Fig. 1: cell classes on the final placement
Drawn at 4 px/um. Fill, decap, tap and diode cells in gray.
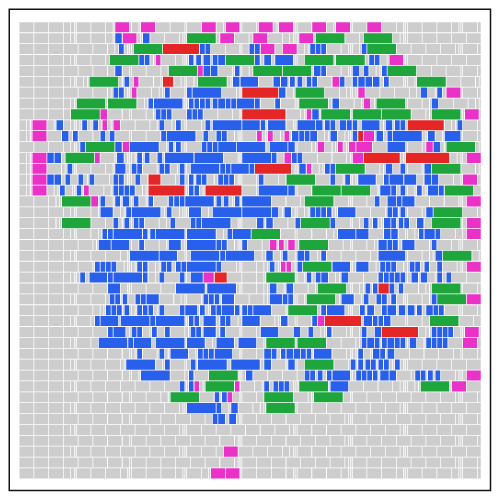
Fig. 2: clock wires, drivers and flops
Drawn at 4 px/um.
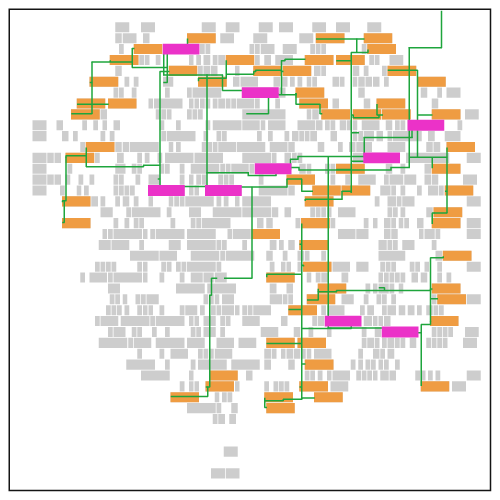
Fig. 3: sequential cells grouped by signal name
Drawn at 4 px/um. Other sequential cells in the stronger gray, the rest of the logic in the fainter gray.
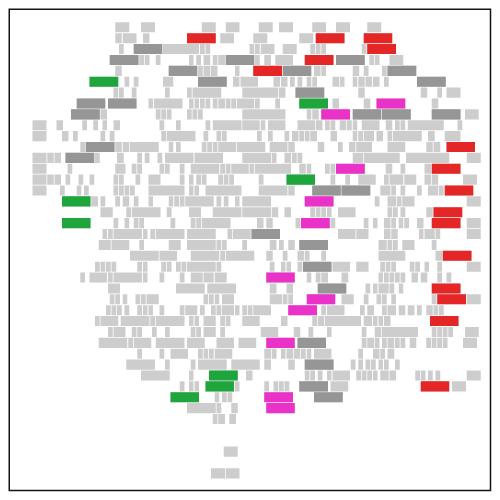
### src/rtl/wallace_pkg.sv
// Shared constants and elaboration-time helpers for the pipelined Wallace multiplier.
// Row-count helpers size each reduction level of the carry-save tree.
package wallace_pkg;

    localparam int W_DEF = 8;
    localparam int P_W   = 2 * W_DEF;

    // One 3:2 layer turns every full group of three rows into two; leftovers pass through.
    function automatic int rows_next(input int n);
        return 2 * (n / 3) + (n % 3);
    endfunction

    function automatic int rows_at(input int n0, input int lv);
        int n;
        n = n0;
        for (int i = 0; i < lv; i++) begin
            n = rows_next(n);
        end
        return n;
    endfunction

    // Number of compressor levels needed to bring n0 rows down to two.
    function automatic int wallace_levels(input int n0);
        int n;
        int lv;
        n  = n0;
        lv = 0;
        for (int i = 0; i < 64; i++) begin
            if (n > 2) begin
                n  = rows_next(n);
                lv = lv + 1;
            end
        end
        return lv;
    endfunction

    function automatic logic [63:0] bw_const(input int w);
        return (64'd1 << w) | (64'd1 << (2 * w - 1));
    endfunction

endpackage

### src/rtl/wallace_mult_pipe_csa_row.sv
// Row of 3:2 full-adder cells; the carry vector is already weighted (shifted left by one).
// The carry out of the top bit falls off, which is harmless for modulo-2^N products.
module csa_row #(
    parameter int N = 16
) (
    input  logic [N-1:0] i_a,
    input  logic [N-1:0] i_b,
    input  logic [N-1:0] i_c,
    output logic [N-1:0] o_sum,
    output logic [N-1:0] o_carry
);
    assign o_sum   = i_a ^ i_b ^ i_c;
    assign o_carry = {(i_a[N-2:0] & i_b[N-2:0]) |
                      (i_a[N-2:0] & i_c[N-2:0]) |
                      (i_b[N-2:0] & i_c[N-2:0]), 1'b0};
endmodule

### src/rtl/wallace_mult_pipe.sv
// Three-stage W x W multiplier: operand register, Wallace carry-save register, final-sum register.
// Signed mode uses Baugh-Wooley rows plus one constant row, so both modes share one tree.
module wallace_mult_pipe
    import wallace_pkg::*;
#(
    parameter int W = 8
) (
    input  logic            clk,
    input  logic            rst,
    input  logic            in_valid,
    output logic            in_ready,
    input  logic [W-1:0]    in_a,
    input  logic [W-1:0]    in_b,
    input  logic            in_signed,
    output logic            out_valid,
    input  logic            out_ready,
    output logic [2*W-1:0]  out_p
);
    localparam int              PW       = 2 * W;
    localparam int              N_ROWS   = W + 1;
    localparam int              N_LV     = wallace_levels(N_ROWS);
    localparam logic [PW-1:0]   BW_C     = PW'(bw_const(W));
    localparam logic [W-1:0]    MSB_ONLY = W'(1) << (W - 1);

    logic            w_en;
    logic            r_v1, r_v2, r_v3;
    logic [W-1:0]    r_a, r_b;
    logic            r_sgn;
    logic [PW-1:0]   r_sum, r_carry, r_p;
    logic [PW-1:0]   w_pp [N_ROWS];
    logic [PW-1:0]   w_fsum, w_fcarry;

    assign w_en      = !r_v3 || out_ready;
    assign in_ready  = w_en && !rst;
    assign out_valid = r_v3;
    assign out_p     = r_p;

    for (genvar i = 0; i < W; i++) begin : g_pp
        localparam logic [W-1:0] INV = (i < W - 1) ? MSB_ONLY : ~MSB_ONLY;
        assign w_pp[i] = PW'((r_a & {W{r_b[i]}}) ^ (r_sgn ? INV : '0)) << i;
    end
    // Extra row carries the Baugh-Wooley correction; zero in unsigned mode.
    assign w_pp[W] = r_sgn ? BW_C : '0;

    for (genvar lv = 0; lv < N_LV; lv++) begin : g_lv
        localparam int N_CUR = rows_at(N_ROWS, lv);
        localparam int N_GRP = N_CUR / 3;
        localparam int N_NXT = rows_at(N_ROWS, lv + 1);

        logic [PW-1:0] w_in  [N_CUR];
        logic [PW-1:0] w_out [N_NXT];

        if (lv == 0) begin : g_first
            assign w_in = w_pp;
        end else begin : g_next
            assign w_in = g_lv[lv-1].w_out;
        end

        for (genvar g = 0; g < N_GRP; g++) begin : g_csa
            csa_row #(.N(PW)) u_csa (
                .i_a     (w_in[3*g]),
                .i_b     (w_in[3*g+1]),
                .i_c     (w_in[3*g+2]),
                .o_sum   (w_out[2*g]),
                .o_carry (w_out[2*g+1])
            );
        end

        for (genvar k = 0; k < N_CUR % 3; k++) begin : g_pass
            assign w_out[2*N_GRP+k] = w_in[3*N_GRP+k];
        end
    end

    assign w_fsum   = g_lv[N_LV-1].w_out[0];
    assign w_fcarry = g_lv[N_LV-1].w_out[1];

    // All stages move together; bubbles are kept rather than collapsed.
    always_ff @(posedge clk) begin
        if (rst) begin
            r_v1    <= 1'b0;
            r_v2    <= 1'b0;
            r_v3    <= 1'b0;
            r_a     <= '0;
            r_b     <= '0;
            r_sgn   <= 1'b0;
            r_sum   <= '0;
            r_carry <= '0;
            r_p     <= '0;
        end else if (w_en) begin
            r_v1    <= in_valid;
            r_a     <= in_a;
            r_b     <= in_b;
            r_sgn   <= in_signed;
            r_v2    <= r_v1;
            r_sum   <= w_fsum;
            r_carry <= w_fcarry;
            r_v3    <= r_v2;
            r_p     <= r_sum + r_carry;
        end
    end

endmodule

### config.mk
export PLATFORM = sky130hd
export DESIGN_NAME = wallace_mult_pipe
export DESIGN_NICKNAME = d
export VERILOG_FILES = /design/src/rtl/wallace_pkg.sv /design/src/rtl/wallace_mult_pipe_csa_row.sv /design/src/rtl/wallace_mult_pipe.sv
export SDC_FILE = /design/constraint.sdc
export NUM_CORES = 1
export LEC_CHECK = 0
export ABC_AREA = 1
export CAP_MARGIN = 15
export CORE_MARGIN = 2
export CORE_UTILIZATION = 34
export CTS_BUF_LIST = sky130_fd_sc_hd__clkbuf_16
export DETAILED_ROUTE_END_ITERATION = 8
export GPL_TIMING_DRIVEN = 0
export PLACE_DENSITY = 0.58
export SLEW_MARGIN = 20
export SYNTH_ARGS = -nofsm -noshare
export SYNTH_HDL_FRONTEND = slang
export SYNTH_SLANG_ARGS = --single-unit
### constraint.sdc
create_clock -name clk -period 3.8 [get_ports clk]
set_clock_uncertainty 0.15 [all_clocks]
set_input_delay 0.38 -clock clk [delete_from_list [all_inputs] [get_ports clk]]
set_output_delay 0.38 -clock clk [all_outputs]
set_load 0.01 [all_outputs]
==> out/qor.yml <==
outcome: "completed"
slowest_stage: "fa_1"
crit_chain: "clkbuf_1, nand2_1, xor2_1, fa_1, fa_1, inv_1, fa_1, fa_1, o21ai_0, nor2_1"
layout.cells.non_filler: 852
top_area_share_pct: 27.60
antenna_found_initial: 0
cts.sinks: 63
cts_tree: "built"
cts_buffers: 9
dr_wl_met2_um: 5114
endpoint_kind: "flip-flop"
edf_count: 0
tightest_slew_ns: 0.4778
post-route-drc-count: 0
synthAdderAreaFrac_pct: 25.68
ys_warn_count: 0
arrival_ns: 3.53
ys_sh_simple_pct: 20.56
path_clk_slew_ns: 0.06
htreeDepth: 3
fin_crit_sh_pct: 90.85
track_usage_pct: 15.28
reg2reg_slack_ns: 0.35
avgViaCountPerCell: 4.420
synth_area_sq_mm: 0.004569
drive_gt1_share_pct: 6.361
met3WireLength_um: 389
synthDistinctLibCells: 27
min_path_type: "flip-flop to flip-flop"
num-nets-final: 763
ir_worst_vdd_v: 0.0002321
max_cap_violations: 0
dp.cells: 836
num_vias: 3766
gr-total-overflow: 0
clockBufferDepth: 2
aoi_share_pct: 9.337
path_class: "flip-flop to flip-flop"
cts_resized: 0
crit_fanout: 9
grt_pass1_wl_um: 17380
final_antenna_net_count: 0
ys_cells: 622
hold_start: "r_v2"
syn_to_final_growth_pct: 20.18
wire_per_inst_um: 12.38
first_iter_violations: 251
cts_root_buffer: "clkbuf_16"
yosys.area.top_type: "dfxtp_1"
grt_pass1_vias: 3697
io_buffer_count: 38
area_leaders: "dfxtp_1 (28%), fa_1 (17%), inv_1 (9.4%)"
ys_sh_mux_pct: 0
dp_hpwl_um: 8366
gp_congestion: 0.8648
hold_viol_final: 0
post_cts_buffers: 0
hold_depth: 2
path_delay_family: "adder cells"
syn_area_per_cell_sq_um: 7.346
wl_um: 10540
r2r.worst_path.cells: 10
ff_type: "dfxtp_1"
whs_endpoint: "r_v2"
period_minus_slack_ns: 3.452
grt_max_degree: 13
synth-xor-area-share_pct: 3.450
ctsHoldBuffers: 0
wirelength_met1_um: 4926
routed.top_layer: "met4"
diodes: 0
die_x_um: 119.9
ys_ff: 63
firstDrtPassIters: 4
drv_slew: 0
num_io_pins: 39
rr_endpoint: "r_sum[7]"
required_ns: 3.88
dieArea_sq_mm: 0.01438
cp-start-kind: "flip-flop"
grt_setup_unrepaired: "no"
setup_violations: 0
timing.setup.tns_ns: 0
ys_chip_area_sq_mm: 0.004569
synth_cells: 622
max_stage_delay_ns: 0.50
timing.rr.start: "r_a[7]"
warnings: 26
topCombFamilyByArea: "adder cells"
chipHeight_um: 119.9
crit_buf_inv: 2
relSlewSlack_pct: 68.14
critPathMostFrequentCell: "fa_1"
syn_nets: 714
async_flop_share_pct: 0
fp_util_pct: 34.64
postSynthSeqShare_pct: 27.60
pwr_density_cell_mw_per_mm2: 400.3
p_leak_nw: 2.977
max_freq_ghz: 0.2897
-- Fig. 1 (at the start) --
- combinational and other logic: blue (cells 522)
- clock drivers and dummy loads: red (cells 16)
- other buffers and delay cells: magenta (cells 75)
- flops: green (cells 63)
fraction of area in registers: 22.97%
core area: 0.01319 sq mm
row count: 42

-- Fig. 2 (at the start) --
- flip-flops: orange (count 63)
- clock drivers: magenta (count 9)
- clock wires: green (length 950 um)
- flops lie: spread over the die
- routed clock nets: 10
Clk pwr share: 40.6%
clk pwr: 0.891 mW
latest clock arrival within the worst-skew pair: 0.33 ns

-- Fig. 3 (at the start) --
- out_p: red (flops 16)
- r_b: green (flops 8)
- r_carry: magenta (flops 11)
Seq. pwr: 0.769 mW
Final Util: 41.63%
Flop area: 0.001261 sq mm

-- power by group --
group | internal, mW | switching (mW) | leakage, nW | total (mW)
combinational | 0.229 | 0.309 | 2.31 | 0.538
clock | 0.575 | 0.317 | 0.150 | 0.891
sequential | 0.735 | 0.0340 | 0.519 | 0.769
-- area by class of cell --
cell class,instances,area [sq um]
Multi-Input combinational cell,406,2698
Inverter,116,435.4
Timing Repair Buffer,38,380.4
Tap cell,176,220.2
Fill cell,1353,7699
Buffer,37,175.2
Clock inverter,7,96.34
Clock buffer,9,225.2
Sequential cell,63,1261
-- layer usage --
layer / up-vias / GRT usage [%]
met3: 9 / 2.994
met4: 0 / 4.632
li1: 1973 / -
met5: - / 0
met1: 1713 / 19.13
met2: 71 / 26.49
-- Yosys cell counts (12+ instances only) --
cell type  number
clkbuf_1       19
nand2_1       105
ha_1           33
inv_1         114
buf_2          13
o21ai_0        58
a21oi_1        12
nor2_1        110
nand3_1        16
dfxtp_1        63
fa_1           38
xor2_1         17
-- state kept, by name, indices dropped and copies added, names as in the netlist --
name       flops
r_v2           1
out_p         16
out_valid      1
r_b            8
r_sum         16
r_v1           1
r_a            8
r_sgn          1
r_carry       11
-- placed cells by master (no fill, tap or decap), types with 3 or more instances in the layout --
cell type and count:
buf_4 3, inv_1 114, fa_1 38, o21ai_0 58, dfxtp_1 63, a21oi_1 12
nand2_1 105, nor2_1 110, clkdlybuf4s50_1 38, nand3_1 16, clkbuf_16 9, clkbuf_1 19
xor2_1 17, ha_1 33, o21bai_1 3, buf_2 13
-- kinds of logic after synthesis --
kind of cell | count (synthesis)
AOI/OAI and AO/OA | 79
xor gates and xnor gates | 18
adders and majority gates | 71
buffers and inverters | 153
DFF | 63
and+or+nand+nor | 238
-- how the worst max path moves through the flow --
stage	slack, ns	from	endpoint	cells after the start
6_report	0.35	r_a[7]	r_sum[7]	10
5_1_grt	0.17	r_b[0]	r_sum[7]	10
4_1_cts	0.37	r_a[7]	r_sum[7]	10
3_5_place_dp	0.37	r_a[7]	r_sum[7]	10
3_3_place_gp	0.39	r_a[7]	r_sum[7]	10
2_1_floorplan	0.61	r_sgn	r_sum[7]	10
-- worst min-delay path: stages (launching register included) --
cell,delay [ns]
dfxtp_1,0.29
inv_1,0.06
a21oi_1,0.05
-- stage by stage --
| step | power [mW] | cell area, sq um | util (%) | worst slack [ns] | hold slack (ns) |
|---|---|---|---|---|---|
| after global routing | 2.339 | 5492 | 41.63 | 0.1696 | 0.3246 |
| after global placement | 1.311 | 5170 | 39.20 | 0.3898 | 0.2943 |
| after CTS | 2.225 | 5492 | 41.63 | 0.3651 | 0.3070 |
| after floorplan | 1.141 | 4569 | - | 0.6082 | 0.2797 |
| after detailed placement | 1.324 | 5170 | 39.20 | 0.3732 | 0.2985 |
| final | 2.198 | 5492 | 41.63 | 0.3479 | 0.3034 |
No activity file was given, so power comes from the tool's default toggle rates.
